File: src/rtl/mem_wb_stage.sv
// ============================================================================
//  Module   : mem_wb_stage
//  Brief    : MEM/WB pipeline boundary; waits out data-cache accesses, aligns
//             load data and holds a completed access while the pipe is frozen.
//  Revision : 1.0
// ============================================================================
`default_nettype none

package rv32i_pkg;

    typedef struct packed {
        logic read;
        logic write;
    } mem_ctrl_t;

    typedef struct packed {
        logic [3:0] alu_op;
        logic       alu_src;
        logic       reg_write;
        logic [1:0] wb_sel;
        logic       branch;
        logic       jump;
        mem_ctrl_t  mem;
    } rv32i_control_word;

endpackage

module mem_wb_stage
    import rv32i_pkg::*;
(
    input  logic              clk,
    input  logic              rst,
    input  logic              valid_in,
    input  rv32i_control_word ctrl_in,
    input  logic [31:0]       pc_in,
    input  logic [31:0]       ir_in,
    input  logic [31:0]       addr_in,
    input  logic [31:0]       dcache_rdata,
    input  logic              dcache_resp,
    input  logic              stall_in,
    input  logic              flush,
    output logic              mem_stall,
    output logic              mem_done,
    output logic              valid_out,
    output rv32i_control_word ctrl_out,
    output logic [31:0]       pc_out,
    output logic [31:0]       ir_out,
    output logic [31:0]       wb_data
);

    localparam logic [1:0] c_IDLE = 2'd0;
    localparam logic [1:0] c_WAIT = 2'd1;
    localparam logic [1:0] c_HELD = 2'd2;

    localparam logic [2:0] c_F3_LB  = 3'b000;
    localparam logic [2:0] c_F3_LH  = 3'b001;
    localparam logic [2:0] c_F3_LBU = 3'b100;
    localparam logic [2:0] c_F3_LHU = 3'b101;

    logic [1:0]        r_state;
    logic [1:0]        w_state_nxt;
    logic [31:0]       r_buf;
    logic              r_valid;
    rv32i_control_word r_ctrl;
    logic [31:0]       r_pc;
    logic [31:0]       r_ir;
    logic [31:0]       r_wb;

    logic              w_memop;
    logic              w_load;
    logic [7:0]        w_byte;
    logic [15:0]       w_half;
    logic [31:0]       w_load_data;
    logic [31:0]       w_wb_next;
    logic              w_advance;
    logic              w_capture;
    logic              w_from_buf;
    logic              w_stall;

    assign w_memop = valid_in & (ctrl_in.mem.read | ctrl_in.mem.write);
    assign w_load  = valid_in & ctrl_in.mem.read;

    // Cache returns the whole aligned word; select the addressed lane.
    always_comb begin
        w_byte = dcache_rdata[7:0];
        case (addr_in[1:0])
            2'd0:    w_byte = dcache_rdata[7:0];
            2'd1:    w_byte = dcache_rdata[15:8];
            2'd2:    w_byte = dcache_rdata[23:16];
            default: w_byte = dcache_rdata[31:24];
        endcase
    end

    assign w_half = addr_in[1] ? dcache_rdata[31:16] : dcache_rdata[15:0];

    always_comb begin
        w_load_data = dcache_rdata;
        case (ir_in[14:12])
            c_F3_LB:  w_load_data = {{24{w_byte[7]}}, w_byte};
            c_F3_LBU: w_load_data = {24'd0, w_byte};
            c_F3_LH:  w_load_data = {{16{w_half[15]}}, w_half};
            c_F3_LHU: w_load_data = {16'd0, w_half};
            default:  w_load_data = dcache_rdata;
        endcase
    end

    always_ff @(posedge clk) begin
        if (!rst) begin
            r_state <= c_IDLE;
        end else begin
            r_state <= w_state_nxt;
        end
    end

    always_comb begin
        w_state_nxt = r_state;
        case (r_state)
            c_IDLE: begin
                if (w_memop) begin
                    if (!dcache_resp) begin
                        w_state_nxt = c_WAIT;
                    end else if (stall_in) begin
                        w_state_nxt = c_HELD;
                    end
                end
            end
            c_WAIT: begin
                if (dcache_resp) begin
                    w_state_nxt = stall_in ? c_HELD : c_IDLE;
                end
            end
            c_HELD: begin
                if (!stall_in) begin
                    w_state_nxt = c_IDLE;
                end
            end
            default: w_state_nxt = c_IDLE;
        endcase
    end

    always_comb begin
        w_advance  = 1'b0;
        w_capture  = 1'b0;
        w_from_buf = 1'b0;
        w_stall    = 1'b0;
        case (r_state)
            c_IDLE: begin
                w_advance = w_memop ? (dcache_resp & ~stall_in) : ~stall_in;
                w_capture = w_memop & dcache_resp & stall_in;
                w_stall   = w_memop & ~dcache_resp;
            end
            c_WAIT: begin
                w_advance = dcache_resp & ~stall_in;
                w_capture = dcache_resp & stall_in;
                w_stall   = w_memop & ~dcache_resp;
            end
            c_HELD: begin
                // The cache is done with this access; late responses are ignored.
                w_advance  = ~stall_in;
                w_from_buf = 1'b1;
            end
            default: begin
                w_advance = 1'b0;
            end
        endcase
    end

    assign w_wb_next = w_load ? (w_from_buf ? r_buf : w_load_data) : addr_in;

    always_ff @(posedge clk) begin
        if (!rst) begin
            r_buf   <= 32'd0;
            r_valid <= 1'b0;
            r_ctrl  <= '0;
            r_pc    <= 32'd0;
            r_ir    <= 32'd0;
            r_wb    <= 32'd0;
        end else begin
            if (w_capture && w_load) begin
                r_buf <= w_load_data;
            end
            if (w_advance) begin
                r_valid <= valid_in & ~flush;
                r_ctrl  <= flush ? '0 : ctrl_in;
                r_pc    <= pc_in;
                r_ir    <= ir_in;
                r_wb    <= w_wb_next;
            end
        end
    end

    assign mem_stall = rst & w_stall;
    assign mem_done  = (r_state == c_HELD);
    assign valid_out = r_valid;
    assign ctrl_out  = r_ctrl;
    assign pc_out    = r_pc;
    assign ir_out    = r_ir;
    assign wb_data   = r_wb;

endmodule

`default_nettype wire

File: config.mk
export PLATFORM = sky130hd
export DESIGN_NAME = mem_wb_stage
export DESIGN_NICKNAME = d
export VERILOG_FILES = /design/src/rtl/mem_wb_stage.sv
export SDC_FILE = /design/constraint.sdc
export NUM_CORES = 1
export LEC_CHECK = 0
export ABC_AREA = 1
export CAP_MARGIN = 15
export CORE_MARGIN = 2
export CORE_UTILIZATION = 44
export CTS_CLUSTER_DIAMETER = 120
export DETAILED_ROUTE_END_ITERATION = 10
export PLACE_DENSITY_LB_ADDON = 0.05
export SLEW_MARGIN = 20
export SYNTH_ARGS = -nofsm -noshare
export SYNTH_HDL_FRONTEND = slang
export SYNTH_SLANG_ARGS = --single-unit
File: constraint.sdc
create_clock -name clk -period 2.1 [get_ports clk]
set_input_delay 0.63 -clock clk [delete_from_list [all_inputs] [get_ports clk]]
set_output_delay 0.63 -clock clk [all_outputs]
set_load 0.02 [all_outputs]
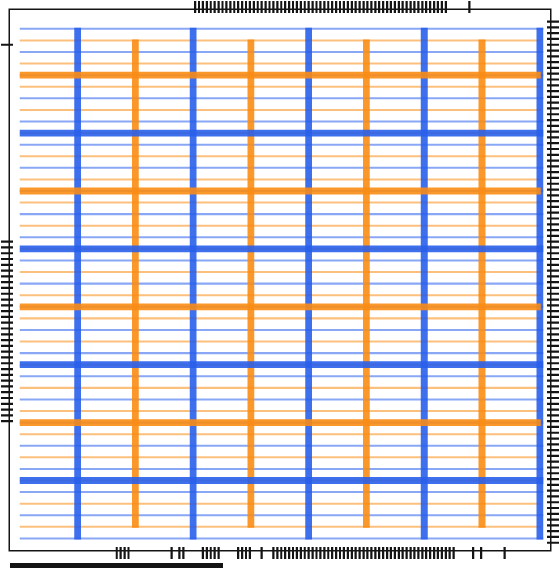
pdn.png
Scale bar: 50 um. Pins as bars on the die edge.
VSS -> blue
VDD -> orange
met5 straps = 8
met1 rails = 45
die width: 127 um
Worst IR Drop VDD: 0.553 mV
core footprint: 14600 um^2
Die Span Y: 127 um

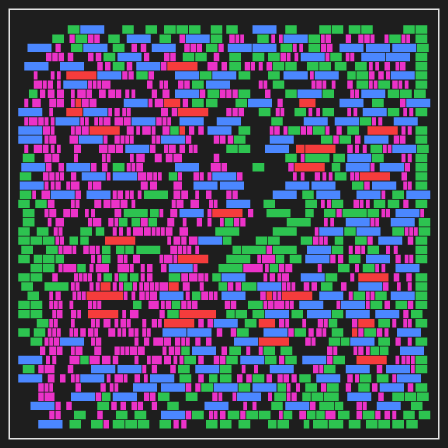
cell_classes.png
clock drivers and dummy loads -> red  # cells 31, share of their area 5.9%
flip-flops -> blue  # cells 143, share of their area 28%
all other logic -> magenta  # cells 720, share of their area 34%
other buffers and delay cells -> green  # cells 320, share of their area 32%
Design Area, Final: 10300 um^2
sequential cell area share: 27.7%
Core Rows: 44

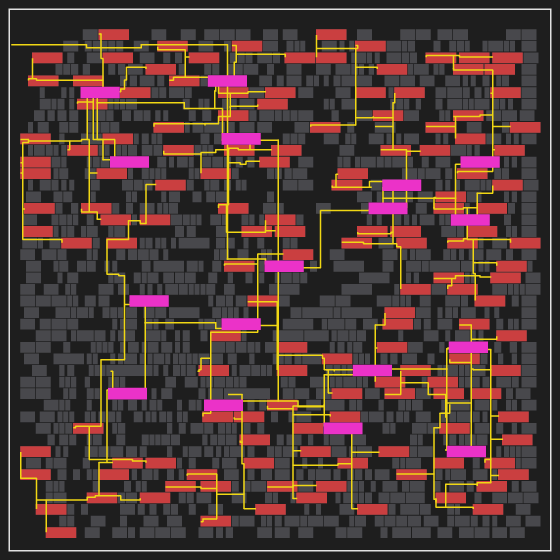
clock_map.png
clock wires -> yellow  # length 1940 um
cells driving clock nets -> magenta  # count 17
flip-flops -> red  # count 143
routed clock nets = 18
flops lie = spread over the die
Setup Skew: 0.00715 ns
Clock Power Share: 39.3%
Clk. pwr: 3090 uW
clk latency late pin: 0.43 ns

==> impl_metrics.yaml <==
# implementation run metrics
yosys:
  ys_ff: 143
  ys.flop_type: "dfxtp_1"
  synth.top_cells.by_count: "144 x o21ai_0, 143 x dfxtp_1, 138 x nor2_1"
  ys_sh_mux_pct: 0
  synth_adder_area_share_pct: 0
  synth_top_area_share_pct: 43.1
  yosys_area_um2: 6640
  synth_top_cell_by_count: "o21ai_0"
run_status:
  status: "completed"
routing:
  met2_wirelength_mm: 10.8
  routed-wl-met3_mm: 1.61
  top_layer_used: "met4"
  first_pass_iters: 5
timing:
  layout_setup_ws_ns: 0.0361
  fin_crit_sh_pct: 98.3
worst_hold_path:
  hold_class: "reg -> reg"
  hold_end: "ctrl_out[2]"
  hold_depth: 2
finish:
  drive_above_1_share_pct: 9.31
  fillers: 1233
  nNetsFinal: 1348
  post-route-util_pct: 70.5
  final_cell_mix: "247 x clkdlybuf4s50_1, 144 x o21ai_0, 143 x dfxtp_1"
  flops: 143
  largest_class: "non-clock buffers"
  nNonClkBuffers: 320
  nonClockInverterCount: 81
power_and_ir_drop:
  power_leader: "the clock network"
  p_int_uw: 5670
  seqPwrFrac_pct: 38.2
setup_path:
  max_stage_delay_ns: 0.62
  crit_path_start: "ir_out[8]"
  critPathMaxFanout: 2
  regToRegEndpoint: "pc_out[31]"
global_route:
  antenna_found_initial: 0
  grt_pass1_vias: 6951
clock_tree:
  cts_resized: 6
  cts_setup_buffers: 0
  clock_sinks: 143
floorplan:
  die_area_um2: 16100
  taps: 184
placed_design:
  gp_congestion: 0.969
Power and IR drop assume default switching activity.
